`src/rtl/motion_update_broadcast_arbiter_pkg.sv`:
```
// Shared types for the motion-update broadcast arbiter: FSM state encoding,
// default commit length and a helper that packs a destination cell ID.
package md_mu_pkg;

  typedef enum logic [2:0] {
    ST_IDLE   = 3'd0,
    ST_OPEN   = 3'd1,
    ST_ACTIVE = 3'd2,
    ST_DRAIN  = 3'd3,
    ST_COMMIT = 3'd4
  } mu_state_e;

  localparam int COMMIT_CYCLES_DEFAULT = 3;
  localparam int CELL_ID_WIDTH_DEFAULT = 4;

  // Packs a destination cell as {cell_x, cell_y, cell_z}, the order used on the bus.
  function automatic logic [3*CELL_ID_WIDTH_DEFAULT-1:0] cell_id_cat(
    input logic [CELL_ID_WIDTH_DEFAULT-1:0] cx,
    input logic [CELL_ID_WIDTH_DEFAULT-1:0] cy,
    input logic [CELL_ID_WIDTH_DEFAULT-1:0] cz
  );
    return {cx, cy, cz};
  endfunction

endpackage

```
`src/rtl/motion_update_broadcast_arbiter_if.sv`:
```
// Handshake and broadcast bus of the motion-update arbiter.
// Optional particle-count ports exist only when MU_BCAST_PARTICLE_COUNT_EN is defined.
interface motion_update_broadcast_arbiter_if #(
  parameter int DATA_WIDTH    = 32,
  parameter int CELL_ID_WIDTH = 4,
  parameter int NUM_REQ       = 4
`ifdef MU_BCAST_PARTICLE_COUNT_EN
  , parameter int CNT_WIDTH   = 16
`endif
) ();

  logic                                 start;
  logic [NUM_REQ-1:0]                   req_valid;
  logic [NUM_REQ*3*DATA_WIDTH-1:0]      req_data;
  logic [NUM_REQ*3*CELL_ID_WIDTH-1:0]   req_dst_cell;
  logic [NUM_REQ-1:0]                   req_done;
  logic [NUM_REQ-1:0]                   req_ready;
  logic                                 motion_update_enable;
  logic [3*DATA_WIDTH-1:0]              out_data;
  logic [3*CELL_ID_WIDTH-1:0]           out_data_dst_cell;
  logic                                 out_data_valid;
  logic                                 busy;
  logic                                 done;
`ifdef MU_BCAST_PARTICLE_COUNT_EN
  logic [CNT_WIDTH-1:0]                 expected_total;
  logic [CNT_WIDTH-1:0]                 bcast_count;
  logic                                 count_error;
`endif

  // Arbiter side.
  modport master (
    input  start, req_valid, req_data, req_dst_cell, req_done,
`ifdef MU_BCAST_PARTICLE_COUNT_EN
    input  expected_total,
    output bcast_count, count_error,
`endif
    output req_ready, motion_update_enable, out_data, out_data_dst_cell,
           out_data_valid, busy, done
  );

  // Engine / cache side.
  modport slave (
    output start, req_valid, req_data, req_dst_cell, req_done,
`ifdef MU_BCAST_PARTICLE_COUNT_EN
    output expected_total,
    input  bcast_count, count_error,
`endif
    input  req_ready, motion_update_enable, out_data, out_data_dst_cell,
           out_data_valid, busy, done
  );

endinterface

```
`src/rtl/motion_update_broadcast_arbiter_rr_arbiter.sv`:
```
// Combinational round-robin arbiter: picks the first asserted request at or
// after the pointer and returns it as one-hot grant plus index.
module rr_arbiter #(
  parameter int NUM_REQ = 4
) (
  input  logic [NUM_REQ-1:0]         i_req,
  input  logic [$clog2(NUM_REQ)-1:0] i_ptr,
  output logic [NUM_REQ-1:0]         o_grant,
  output logic [$clog2(NUM_REQ)-1:0] o_grant_idx,
  output logic                       o_grant_valid
);

  localparam int IDX_W = $clog2(NUM_REQ);
  localparam logic [IDX_W:0] NUM_REQ_W = (IDX_W+1)'(NUM_REQ);

  // Candidate index for each priority slot: slot 0 is the pointer itself.
  logic [IDX_W-1:0] w_cand [NUM_REQ];

  genvar gi;
  generate
    for (gi = 0; gi < NUM_REQ; gi++) begin : g_cand
      logic [IDX_W:0] w_sum;
      logic [IDX_W:0] w_wrap;
      assign w_sum       = {1'b0, i_ptr} + (IDX_W+1)'(gi);
      assign w_wrap      = w_sum - NUM_REQ_W;
      assign w_cand[gi]  = (w_sum >= NUM_REQ_W) ? w_wrap[IDX_W-1:0] : w_sum[IDX_W-1:0];
    end
  endgenerate

  // Scan slots from lowest priority up so the nearest request wins.
  always_comb begin
    o_grant       = '0;
    o_grant_idx   = '0;
    o_grant_valid = 1'b0;
    for (int k = NUM_REQ - 1; k >= 0; k--) begin
      if (i_req[w_cand[k]]) begin
        o_grant_idx   = w_cand[k];
        o_grant_valid = 1'b1;
      end
    end
    if (o_grant_valid) begin
      o_grant[o_grant_idx] = 1'b1;
    end
  end

endmodule

```
`src/rtl/motion_update_broadcast_arbiter.sv`:
```
// Motion-update broadcast arbiter: frames the update window (OPEN, ACTIVE,
// DRAIN, COMMIT) and merges the engines onto one registered broadcast bus.
// Optional feature macro: MU_BCAST_PARTICLE_COUNT_EN (broadcast counter and
// count_error against expected_total).
module motion_update_broadcast_arbiter
  import md_mu_pkg::*;
#(
  parameter int DATA_WIDTH    = 32,
  parameter int CELL_ID_WIDTH = 4,
  parameter int NUM_REQ       = 4,
  parameter int COMMIT_CYCLES = COMMIT_CYCLES_DEFAULT
`ifdef MU_BCAST_PARTICLE_COUNT_EN
  , parameter int CNT_WIDTH   = 16
`endif
) (
  input  logic                           clk,
  input  logic                           rst,
  motion_update_broadcast_arbiter_if.master bus
);

  localparam int IDX_W = $clog2(NUM_REQ);
  localparam int PW    = 3 * DATA_WIDTH;
  localparam int CW    = 3 * CELL_ID_WIDTH;
  localparam int CC_W  = (COMMIT_CYCLES > 1) ? $clog2(COMMIT_CYCLES) : 1;
  localparam logic [CC_W-1:0]  CC_LOAD  = CC_W'(COMMIT_CYCLES - 1);
  localparam logic [IDX_W-1:0] LAST_IDX = IDX_W'(NUM_REQ - 1);

  mu_state_e          r_state;
  mu_state_e          w_state_next;
  logic [IDX_W-1:0]   r_ptr;
  logic [CC_W-1:0]    r_commit_cnt;
  logic [PW-1:0]      r_out_data;
  logic [CW-1:0]      r_out_dst;
  logic               r_out_valid;

  logic [PW-1:0]      w_req_data [NUM_REQ];
  logic [CW-1:0]      w_req_dst  [NUM_REQ];
  logic [NUM_REQ-1:0] w_req_eligible;
  logic [NUM_REQ-1:0] w_grant;
  logic [IDX_W-1:0]   w_grant_idx;
  logic               w_grant_valid;
  logic               w_active;
  logic               w_take;
  logic               w_all_finished;
  logic               w_commit_last;

  genvar gi;
  generate
    for (gi = 0; gi < NUM_REQ; gi++) begin : g_slice
      assign w_req_data[gi] = bus.req_data[gi*PW +: PW];
      assign w_req_dst[gi]  = bus.req_dst_cell[gi*CW +: CW];
    end
  endgenerate

  // An engine that already reported done may not be granted.
  assign w_req_eligible = bus.req_valid & ~bus.req_done;

  rr_arbiter #(.NUM_REQ(NUM_REQ)) u_rr_arbiter (
    .i_req         (w_req_eligible),
    .i_ptr         (r_ptr),
    .o_grant       (w_grant),
    .o_grant_idx   (w_grant_idx),
    .o_grant_valid (w_grant_valid)
  );

  assign w_active       = (r_state == ST_ACTIVE);
  assign w_take         = w_active & w_grant_valid;
  assign w_all_finished = (&bus.req_done) & ~(|bus.req_valid);
  assign w_commit_last  = (r_state == ST_COMMIT) && (r_commit_cnt == '0);

  // State register.
  always_ff @(posedge clk) begin
    if (rst) r_state <= ST_IDLE;
    else     r_state <= w_state_next;
  end

  // Window sequencing: OPEN and DRAIN are single cycles, COMMIT ends on counter zero.
  always_comb begin
    w_state_next = r_state;
    case (r_state)
      ST_IDLE:   if (bus.start) w_state_next = ST_OPEN;
      ST_OPEN:   w_state_next = ST_ACTIVE;
      ST_ACTIVE: if (w_all_finished) w_state_next = ST_DRAIN;
      ST_DRAIN:  w_state_next = ST_COMMIT;
      ST_COMMIT: if (r_commit_cnt == '0) w_state_next = ST_IDLE;
      default:   w_state_next = ST_IDLE;
    endcase
  end

  // Round-robin pointer moves past the winner; holds when nothing is granted.
  always_ff @(posedge clk) begin
    if (rst)         r_ptr <= '0;
    else if (w_take) r_ptr <= (w_grant_idx == LAST_IDX) ? '0 : w_grant_idx + IDX_W'(1);
  end

  // Broadcast register stage; idle cycles present an all-zero bus.
  always_ff @(posedge clk) begin
    if (rst) begin
      r_out_valid <= 1'b0;
      r_out_data  <= '0;
      r_out_dst   <= '0;
    end else begin
      r_out_valid <= w_take;
      r_out_data  <= w_take ? w_req_data[w_grant_idx] : '0;
      r_out_dst   <= w_take ? w_req_dst[w_grant_idx]  : '0;
    end
  end

  // Commit countdown, loaded during DRAIN so COMMIT lasts exactly COMMIT_CYCLES.
  always_ff @(posedge clk) begin
    if (rst)                                              r_commit_cnt <= '0;
    else if (r_state == ST_DRAIN)                         r_commit_cnt <= CC_LOAD;
    else if (r_state == ST_COMMIT && r_commit_cnt != '0)  r_commit_cnt <= r_commit_cnt - CC_W'(1);
  end

  assign bus.req_ready            = w_active ? w_grant : '0;
  assign bus.motion_update_enable = (r_state == ST_OPEN) || (r_state == ST_ACTIVE) ||
                                    (r_state == ST_DRAIN);
  assign bus.busy                 = (r_state != ST_IDLE);
  assign bus.done                 = w_commit_last;
  assign bus.out_data             = r_out_data;
  assign bus.out_data_dst_cell    = r_out_dst;
  assign bus.out_data_valid       = r_out_valid;

`ifdef MU_BCAST_PARTICLE_COUNT_EN
  logic [CNT_WIDTH-1:0] r_bcast_count;
  logic                 r_count_error;
  logic                 w_start_accept;
  logic                 w_count_mismatch;

  assign w_start_accept   = (r_state == ST_IDLE) && bus.start;
  assign w_count_mismatch = (r_bcast_count != bus.expected_total);

  // Saturating count of broadcast particles in the current window.
  always_ff @(posedge clk) begin
    if (rst || w_start_accept)             r_bcast_count <= '0;
    else if (r_out_valid && ~&r_bcast_count) r_bcast_count <= r_bcast_count + CNT_WIDTH'(1);
  end

  // Sticky mismatch flag, latched when the window completes.
  always_ff @(posedge clk) begin
    if (rst || w_start_accept)                  r_count_error <= 1'b0;
    else if (w_commit_last && w_count_mismatch) r_count_error <= 1'b1;
  end

  assign bus.bcast_count = r_bcast_count;
  assign bus.count_error = r_count_error | (w_commit_last & w_count_mismatch);
`endif

endmodule

```
`src/flat_wrapper.sv`:
```
// flat-port wrapper written by rule: the top's interface ports become plain ports
module motion_update_broadcast_arbiter_flat import md_mu_pkg::*;
#(
  parameter int DATA_WIDTH    = 32,
  parameter int CELL_ID_WIDTH = 4,
  parameter int NUM_REQ       = 4,
  parameter int COMMIT_CYCLES = COMMIT_CYCLES_DEFAULT

)
  (clk, rst, bus_start, bus_req_valid, bus_req_data, bus_req_dst_cell, bus_req_done, bus_req_ready, bus_motion_update_enable, bus_out_data, bus_out_data_dst_cell, bus_out_data_valid, bus_busy, bus_done);
  motion_update_broadcast_arbiter_if #(.DATA_WIDTH(DATA_WIDTH), .CELL_ID_WIDTH(CELL_ID_WIDTH), .NUM_REQ(NUM_REQ)) bus_i ();
  input  logic clk;
  input  logic rst;
  input wire logic [$bits(bus_i.start)-1:0] bus_start;
  input wire logic [$bits(bus_i.req_valid)-1:0] bus_req_valid;
  input wire logic [$bits(bus_i.req_data)-1:0] bus_req_data;
  input wire logic [$bits(bus_i.req_dst_cell)-1:0] bus_req_dst_cell;
  input wire logic [$bits(bus_i.req_done)-1:0] bus_req_done;
  output wire logic [$bits(bus_i.req_ready)-1:0] bus_req_ready;
  output wire logic [$bits(bus_i.motion_update_enable)-1:0] bus_motion_update_enable;
  output wire logic [$bits(bus_i.out_data)-1:0] bus_out_data;
  output wire logic [$bits(bus_i.out_data_dst_cell)-1:0] bus_out_data_dst_cell;
  output wire logic [$bits(bus_i.out_data_valid)-1:0] bus_out_data_valid;
  output wire logic [$bits(bus_i.busy)-1:0] bus_busy;
  output wire logic [$bits(bus_i.done)-1:0] bus_done;
  assign bus_i.start = bus_start;
  assign bus_i.req_valid = bus_req_valid;
  assign bus_i.req_data = bus_req_data;
  assign bus_i.req_dst_cell = bus_req_dst_cell;
  assign bus_i.req_done = bus_req_done;
  assign bus_req_ready = bus_i.req_ready;
  assign bus_motion_update_enable = bus_i.motion_update_enable;
  assign bus_out_data = bus_i.out_data;
  assign bus_out_data_dst_cell = bus_i.out_data_dst_cell;
  assign bus_out_data_valid = bus_i.out_data_valid;
  assign bus_busy = bus_i.busy;
  assign bus_done = bus_i.done;
  motion_update_broadcast_arbiter #(.DATA_WIDTH(DATA_WIDTH), .CELL_ID_WIDTH(CELL_ID_WIDTH), .NUM_REQ(NUM_REQ), .COMMIT_CYCLES(COMMIT_CYCLES)) u_core (.clk(clk), .rst(rst), .bus(bus_i));
endmodule
```
`config.mk`:
```
export PLATFORM = sky130hd
export DESIGN_NAME = motion_update_broadcast_arbiter_flat
export DESIGN_NICKNAME = d
export VERILOG_FILES = /design/src/rtl/motion_update_broadcast_arbiter_pkg.sv /design/src/rtl/motion_update_broadcast_arbiter_if.sv /design/src/rtl/motion_update_broadcast_arbiter_rr_arbiter.sv /design/src/rtl/motion_update_broadcast_arbiter.sv /design/src/flat_wrapper.sv
export SDC_FILE = /design/constraint.sdc
export NUM_CORES = 1
export LEC_CHECK = 0
export CORE_AREA = 5 5 216 218
export DETAILED_ROUTE_END_ITERATION = 6
export DIE_AREA = 0 0 221 223
export HOLD_SLACK_MARGIN = 0.02
export PLACE_DENSITY_LB_ADDON = 0.1
export SYNTH_ARGS = -nofsm -noshare
export SYNTH_HDL_FRONTEND = slang
export SYNTH_SLANG_ARGS = --single-unit
export TNS_END_PERCENT = 10
```
`constraint.sdc`:
```
create_clock -name clk -period 3.1 [get_ports clk]
set_clock_uncertainty 0.05 [all_clocks]
set_input_delay 0.465 -clock clk [delete_from_list [all_inputs] [get_ports clk]]
set_output_delay 0.465 -clock clk [all_outputs]
set_load 0.03 [all_outputs]
```
==> impl_metrics.csv <==
group,metric,value,unit
outcome,run_status,"finished clean",
route,wirelength_met1,13.1,mm
placed_design,place_congestion,0.763,
flow_run,tool_warnings,28,
power,pwr_density_cell,414,nW/um^2
route,highest-signal-layer,"met4",
finish,seq_cells,116,
clocking,cts_num_sinks,116,
logic_synthesis,top_cell,"sky130_fd_sc_hd__mux2i_1",
route,dr.pass1.iters,4,
finish,most_frequent_logic_cells_in_the_routed_design,"554 x sky130_fd_sc_hd__clkdlybuf4s50_1, 217 x sky130_fd_sc_hd__mux2i_1, 116 x sky130_fd_sc_hd__dfxtp_1, 98 x sky130_fd_sc_hd__o22ai_1, 17 x sky130_fd_sc_hd__clkbuf_16",
logic_synthesis,share_of_flip_flops_with_an_asynchronous_set_or_reset,0,%
logic_synthesis,ys_top_cells_by_area,"sky130_fd_sc_hd__dfxtp_1 39%, sky130_fd_sc_hd__mux2i_1 37%, sky130_fd_sc_hd__o22ai_1 10%",
setup_path,critical_path_required,2.58,ns
power,pwr.group.sequential,1.59,mW
floorplan,die.size.y,223,um
finish,nMultiInputCombCells,381,
route,post_drt_via_cell_ratio,3.88,
flow_run,drv.max_cap_violation_count,0,
setup_path,crit-reg2reg-capture,"u_core.bus.out_data[47]$_SDFF_PP0_",
final_timing,final_tns_setup,0,ns
logic_synthesis,register_bit_total_from_synthesis,116,
finish,final_area,12900,sq um
logic_synthesis,yosys.area.top_type_share,39.1,%
floorplan,fp_util,13.3,%
finish,clkbuf_count,23,
placed_design,place.detailed.instances,1681,
finish,largest_register_ffs,96,
global_routing,grt.overflow.total,0,
logic_synthesis,yosys_area,5940,sq um
setup_path,rrSetupSlack,0.76,ns
global_routing,met1_usage,14.3,%
## how the worst max path moves through the flow
stage / from / end / cells past startpoint
finish: bus_req_done[2] / bus_req_ready[0] / 8
global route: bus_req_done[2] / bus_req_ready[0] / 8
CTS: bus_req_done[2] / bus_req_ready[0] / 8
detailed placement: bus_req_done[2] / u_core.bus.out_data[26]$_SDFF_PP0_ / 8
global placement: bus_req_done[0] / u_core.bus.out_data[26]$_SDFF_PP0_ / 8
floorplan: bus_req_done[2] / bus_req_ready[0] / 9
## cell families (layout without fill, tap and decap cells)
group,count (synthesis),count (layout),share of synthesized area [%]
other cells,0,3,0
xor+xnor,1,1,0.148
simple gates,36,36,3.90
fa+ha+maj,4,4,0.843
buf+inv,56,616,4.78
compound gates,123,123,14.6
flops,116,116,39.1
mux,217,217,36.6
met1.png
The bar under the picture is 50 um long.
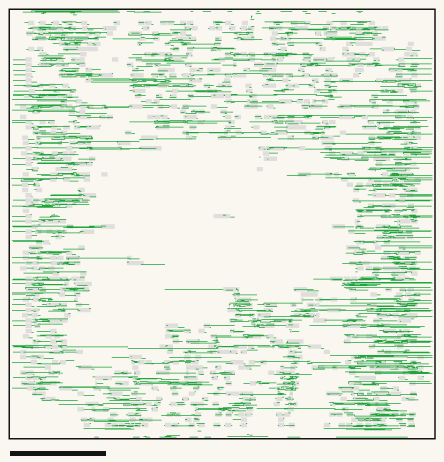
main direction: horizontal
nets with wire on the layer: 1,394
share of all routed wire: 39%

met2.png
The bar under the picture is 50 um long.
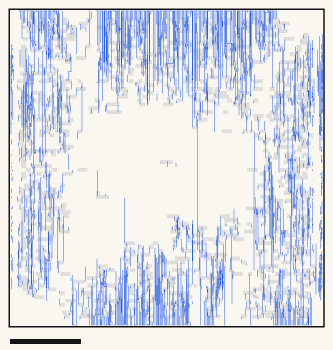
longest straight run: 92.1 um
nets with wire on the layer: 1,345

met3.png
The bar under the picture is 50 um long.
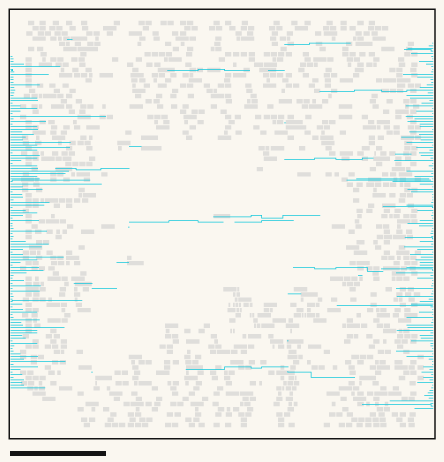
share of all routed wire: 8.4%
longest straight run: 49.7 um
main direction: horizontal
nets with wire on the layer: 270
wire length on this layer: 2,830 um
global routing met3 resource utilization: 6.36%
count of vias placed by the detailed router: 6,664
total routed wirelength: 33.8 mm

No activity file was given, so power comes from the tool's default toggle rates.
